Routed metal per tile:
Bar = 20 µm. 18 x 18 tiles, from dark purple (low) to yellow (high), scaled to the fullest tile. Values are wire area over tile area, all layers added.
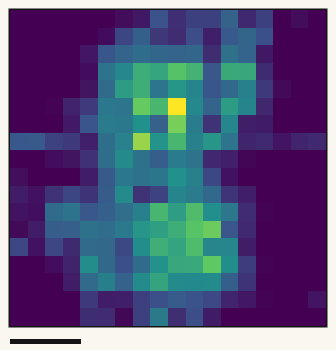
Placed cells, one colour a class:
Bar = 20 µm.
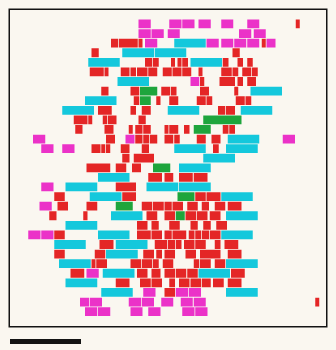
Routing congestion map:
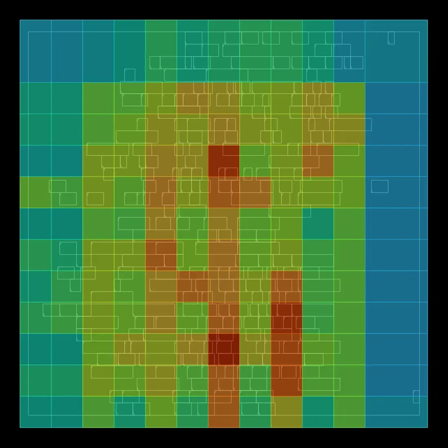
Sizing map:
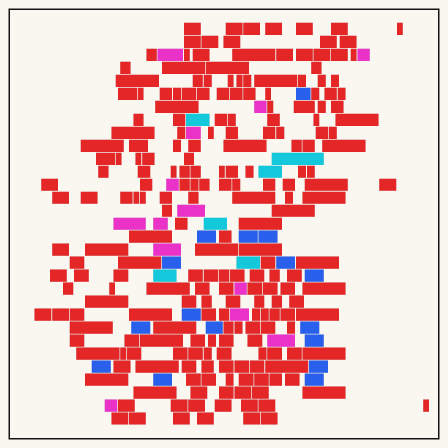
Nets reached from selected ports:
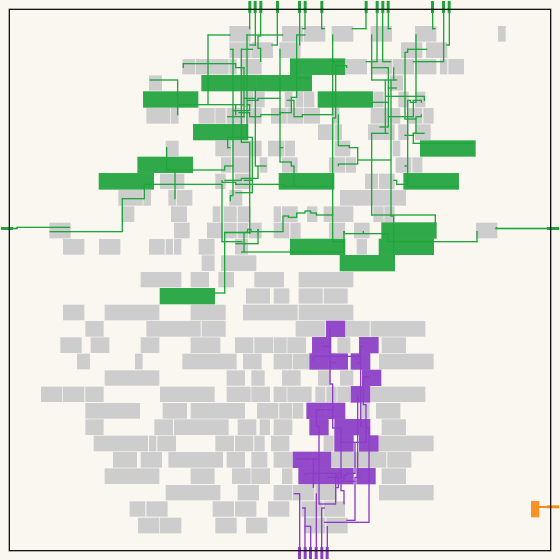
**src/rtl/uc_hazard_hold.sv**
```systemverilog
// Decode-stage hazard unit: RAW detection against in-flight destinations, memory-wait freeze, saturating stall counter.
// Optional macro FORWARDING_EN: WB-slot matches are bypassed (FWD_A/FWD_B) instead of stalled.
module uc_hazard_hold #(
  parameter int         DEPTH    = 3,
  parameter logic [5:0] NULL_REG = 6'd0,
  parameter int         CNT_W    = 16
) (
  input  logic             CLK,
  input  logic             RST,
  input  logic             VALID_in,
  input  logic [5:0]       busA_in,
  input  logic [5:0]       busB_in,
  input  logic [5:0]       busC_in,
  input  logic             MEM_BUSY,
  input  logic             CNT_CLR,
  output logic             HOLD,
  output logic             FREEZE,
  output logic [CNT_W-1:0] HOLD_CNT,
  output logic             FWD_A,
  output logic             FWD_B
);

  logic [DEPTH-1:0]      vld_q, vld_d;
  logic [DEPTH-1:0][5:0] dst_q, dst_d;
  logic [CNT_W-1:0]      cnt_q, cnt_d;
  logic [DEPTH-1:0]      match_a, match_b, chk_mask;
  logic                  raw, issue;

  always_comb begin
    match_a = '0;
    match_b = '0;
    for (int i = 0; i < DEPTH; i++) begin
      match_a[i] = vld_q[i] && (busA_in != NULL_REG) && (busA_in == dst_q[i]);
      match_b[i] = vld_q[i] && (busB_in != NULL_REG) && (busB_in == dst_q[i]);
    end
  end

`ifdef FORWARDING_EN
  // WB slot is bypassed, but only when no younger slot holds a newer value.
  assign chk_mask = {1'b0, {(DEPTH-1){1'b1}}};
  assign FWD_A    = VALID_in && match_a[DEPTH-1] && !(|match_a[DEPTH-2:0]);
  assign FWD_B    = VALID_in && match_b[DEPTH-1] && !(|match_b[DEPTH-2:0]);
`else
  assign chk_mask = '1;
  assign FWD_A    = 1'b0;
  assign FWD_B    = 1'b0;
`endif

  assign raw      = VALID_in && (|((match_a | match_b) & chk_mask));
  assign FREEZE   = MEM_BUSY;
  assign HOLD     = raw | FREEZE;
  assign issue    = VALID_in && !HOLD;
  assign HOLD_CNT = cnt_q;

  always_comb begin
    vld_d = vld_q;
    dst_d = dst_q;
    if (!FREEZE) begin
      for (int i = DEPTH-1; i > 0; i--) begin
        vld_d[i] = vld_q[i-1];
        dst_d[i] = dst_q[i-1];
      end
      // A held or invalid uinst becomes a bubble in EX.
      vld_d[0] = issue && (busC_in != NULL_REG);
      dst_d[0] = issue ? busC_in : NULL_REG;
    end
  end

  always_comb begin
    cnt_d = cnt_q;
    if (CNT_CLR) begin
      cnt_d = '0;
    end else if (HOLD && !(&cnt_q)) begin
      cnt_d = cnt_q + CNT_W'(1);
    end
  end

  always_ff @(posedge CLK or posedge RST) begin
    if (RST) begin
      vld_q <= '0;
      dst_q <= {DEPTH{NULL_REG}};
      cnt_q <= '0;
    end else begin
      vld_q <= vld_d;
      dst_q <= dst_d;
      cnt_q <= cnt_d;
    end
  end

endmodule
```
**config.mk**
```make
export PLATFORM = sky130hd
export DESIGN_NAME = uc_hazard_hold
export DESIGN_NICKNAME = d
export VERILOG_FILES = /design/src/rtl/uc_hazard_hold.sv
export SDC_FILE = /design/constraint.sdc
export NUM_CORES = 1
export LEC_CHECK = 0
export CAP_MARGIN = 5
export CORE_MARGIN = 1.5
export CORE_UTILIZATION = 30
export CTS_CLUSTER_DIAMETER = 200
export CTS_CLUSTER_SIZE = 12
export DETAILED_ROUTE_END_ITERATION = 12
export GPL_ROUTABILITY_DRIVEN = 0
export PLACE_DENSITY = 0.62
export REMOVE_ABC_BUFFERS = 1
export SETUP_SLACK_MARGIN = 0.3
export SYNTH_ARGS = -nofsm -noshare
export SYNTH_HDL_FRONTEND = slang
export SYNTH_SLANG_ARGS = --single-unit
```
**constraint.sdc**
```tcl
create_clock -name CLK -period 5.3 [get_ports CLK]
set_input_delay 1.06 -clock CLK [delete_from_list [all_inputs] [get_ports CLK]]
set_output_delay 1.06 -clock CLK [all_outputs]
set_load 0.01 [all_outputs]
```
==> job_summary.md <==
## PnR job results

| Metric | Value |
|---|---|
| Ys cells | 217 |
| Status | finished clean |
| Max-Cap Viols | 0 |
| Seq area share | 32.24% |
| Total gr overflow | 0 |
| Number of hold violations in the final report | 0 |
| First-pass GRT wire length | 8.500 mm |
| Post-layout period usage | 91.60% |
| Number of buffers added on ports | 40 |
| Final setup vio count | 0 |
| Pre-CTS WS | 0.3834 ns |
| Synth Seq Share | 41.11% |
| Combinational gate area | 1261 µm² |
| Met3 routed WL | 125 µm |
| NumNets Final | 281 |
| Core ar. | 7253 µm² |
| Critical path data required time | 4.24 ns |
| EDFF count, synth | 0 |
| Vias per cell | 5.006 |
| Tmin final | 4.855 ns |
| Top cells by count | dfrtp_1 (37), xnor2_1 (32), mux2_2 (14) |
| Syn_area_per_cell | 10.38 µm² |
| Kind of critical path | input port to output port |
| Max transition margin | 50.88% |
| Yosys stat chip area | 2252 µm² |
| Cell taking the most area after synthesis | dfrtp_1 |
| Pin count of the biggest net entering global routing | 38 |
| Final Max Slew Viols | 0 |
| WL/cell | 14.15 µm |
| Worst skew pair latency | 0.29 ns |
| GR peak layer | met2 |
| Worst Hold Launch | vld_q[2]$_DFFE_PP0N_ |
| DR WL met2 | 2.409 mm |
| Initial antenna violation count | 0 |
| Worst min path class | flop to flop |
| Hold path endpoint | vld_q[2]$_DFFE_PP0N_ |
| Critical Path AT | 3.79 ns |
| Initial DRC count | 90 |
| Synthesized netlist cell count | 217 |
| Reg2reg setup slack | 2.90 ns |
| Drt total wl | 5.053 mm |
| OpenROAD warnings | 25 |
| Num CTS Buffers | 5 |
| Leak | 0.001098 µW |
| FFs w/ async S/R, synth | 100.0% |
| Hold Path Stages | 1 |
| FMAX | 0.2060 GHz |
| Hold_buf cts | 0 |
| Logic share of the area | 43.92% |
| Root Buffer | clkbuf_8 |
| Post-synth cell types | 40 |
| Fin util | 39.59% |
| Final Skew | 0.005709 ns |
| # diodes | 0 |
| Registers, synthesis | 37 |
| Share of cells above drive strength 1 | 13.57% |
| Area grow syn2layout | 27.50% |
| Ys flop type | dfrtp_1 |
| Top Layer Used | met4 |
| Final worst hold slack | 0.5183 ns |
Back to the opening pictures, 'routed metal per tile':
The fullest tile reaches 0.47. The emptiest ninth of the die: top left. 11% of the tiles are over half the peak.

Back to the opening pictures, 'placed cells, one colour a class':
Key: sequential cells = cyan [cells 37, share of their area 34%]; remaining buffers and delay cells = magenta [cells 44, share of their area 16%]; combinational and other logic = red [cells 169, share of their area 46%]; clock drivers and dummy loads = green [cells 8, share of their area 4.2%]

Back to the opening pictures, 'routing congestion map':
GR Util met2: 21.10%
met1 usage: 19.36%
met3 Use GR: 2.468%

Back to the opening pictures, 'sizing map':
Key: _2 cells = blue [cells 16, most used mux2_2]; _6 and larger = cyan [cells 6, most used clkbuf_8]; _3 and _4 cells = magenta [cells 13, most used buf_4]; _0 and _1 cells = red [cells 223, most used clkdlybuf4s50_1]

Back to the opening pictures, 'nets reached from selected ports':
Key: `HOLD_CNT` = green [direction output, end cells 16, buffers 16, wire 810 µm]; `busA_in` = purple [direction input, end cells 20, buffers 6, wire 218 µm]; `FWD_A` = orange [direction output, end cells 1, buffers 0, wire 2.10 µm]

-- metrics by stage --
| stage | cells | instance area (µm²) |
|---|---|---|
| 4_1_cts | 357 | 2854 |
| 3_5_place_dp | 349 | 2739 |
| 3_3_place_gp | 349 | 2739 |
| 6_report | 357 | 2872 |
| 5_1_grt | 357 | 2872 |
| 2_1_floorplan | 206 | 2185 |
-- cell usage in the layout, fill, tap and decap left out, types with 5 or more instances in the layout --
cell type / instances
nand4_1: 7
dfrtp_1: 37
a21oi_1: 11
clkdlybuf4s50_1: 40
mux2_2: 14
xnor2_1: 32
and3_1: 6
a22o_1: 7
nand2_1: 6
clkbuf_8: 5
or4_1: 11
nor2_1: 7
o31ai_1: 9
nand3_1: 11
-- power breakdown --
part / leakage [µW] / internal (µW) / switching [µW]
logic: 0.000549 / 74.9 / 58.1
clock network: 0.0000543 / 141 / 105
registers: 0.000494 / 304 / 29.6
-- sequential cells by signal (all words and copies together) (netlist names) --
signal and cells:
HOLD_CNT 16, vld_q 3, dst_q 18
-- critical path, stage by stage --
cell	delay [ns]
clkdlybuf4s50_1	0.50
or4_1	0.61
nor3_4	0.17
nor3_1	0.08
or4_4	0.57
o21ai_4	0.21
nand2_1	0.09
clkdlybuf4s50_1	0.49
-- worst max-delay path by stage --
stage	slack, ns	endpoint	from	cells after the start
after detailed placement	0.38	HOLD	busA_in[5]	8
after global placement	0.41	HOLD	busB_in[2]	8
after CTS	0.37	HOLD	busA_in[5]	8
after floorplan	1.48	HOLD	busB_in[2]	6
after global routing	0.32	HOLD	busA_in[5]	8
final	0.45	HOLD	busA_in[5]	8
-- logic make-up after synthesis --
family	synth area share, %
fa+ha+maj	0.5555
xor+xnor	14.00
buf+inv	3.833
compound gates	11.44
mux	9.166
simple gates	19.72
flops	41.11
other cells	0.1665
No activity file was given, so power comes from the tool's default toggle rates.
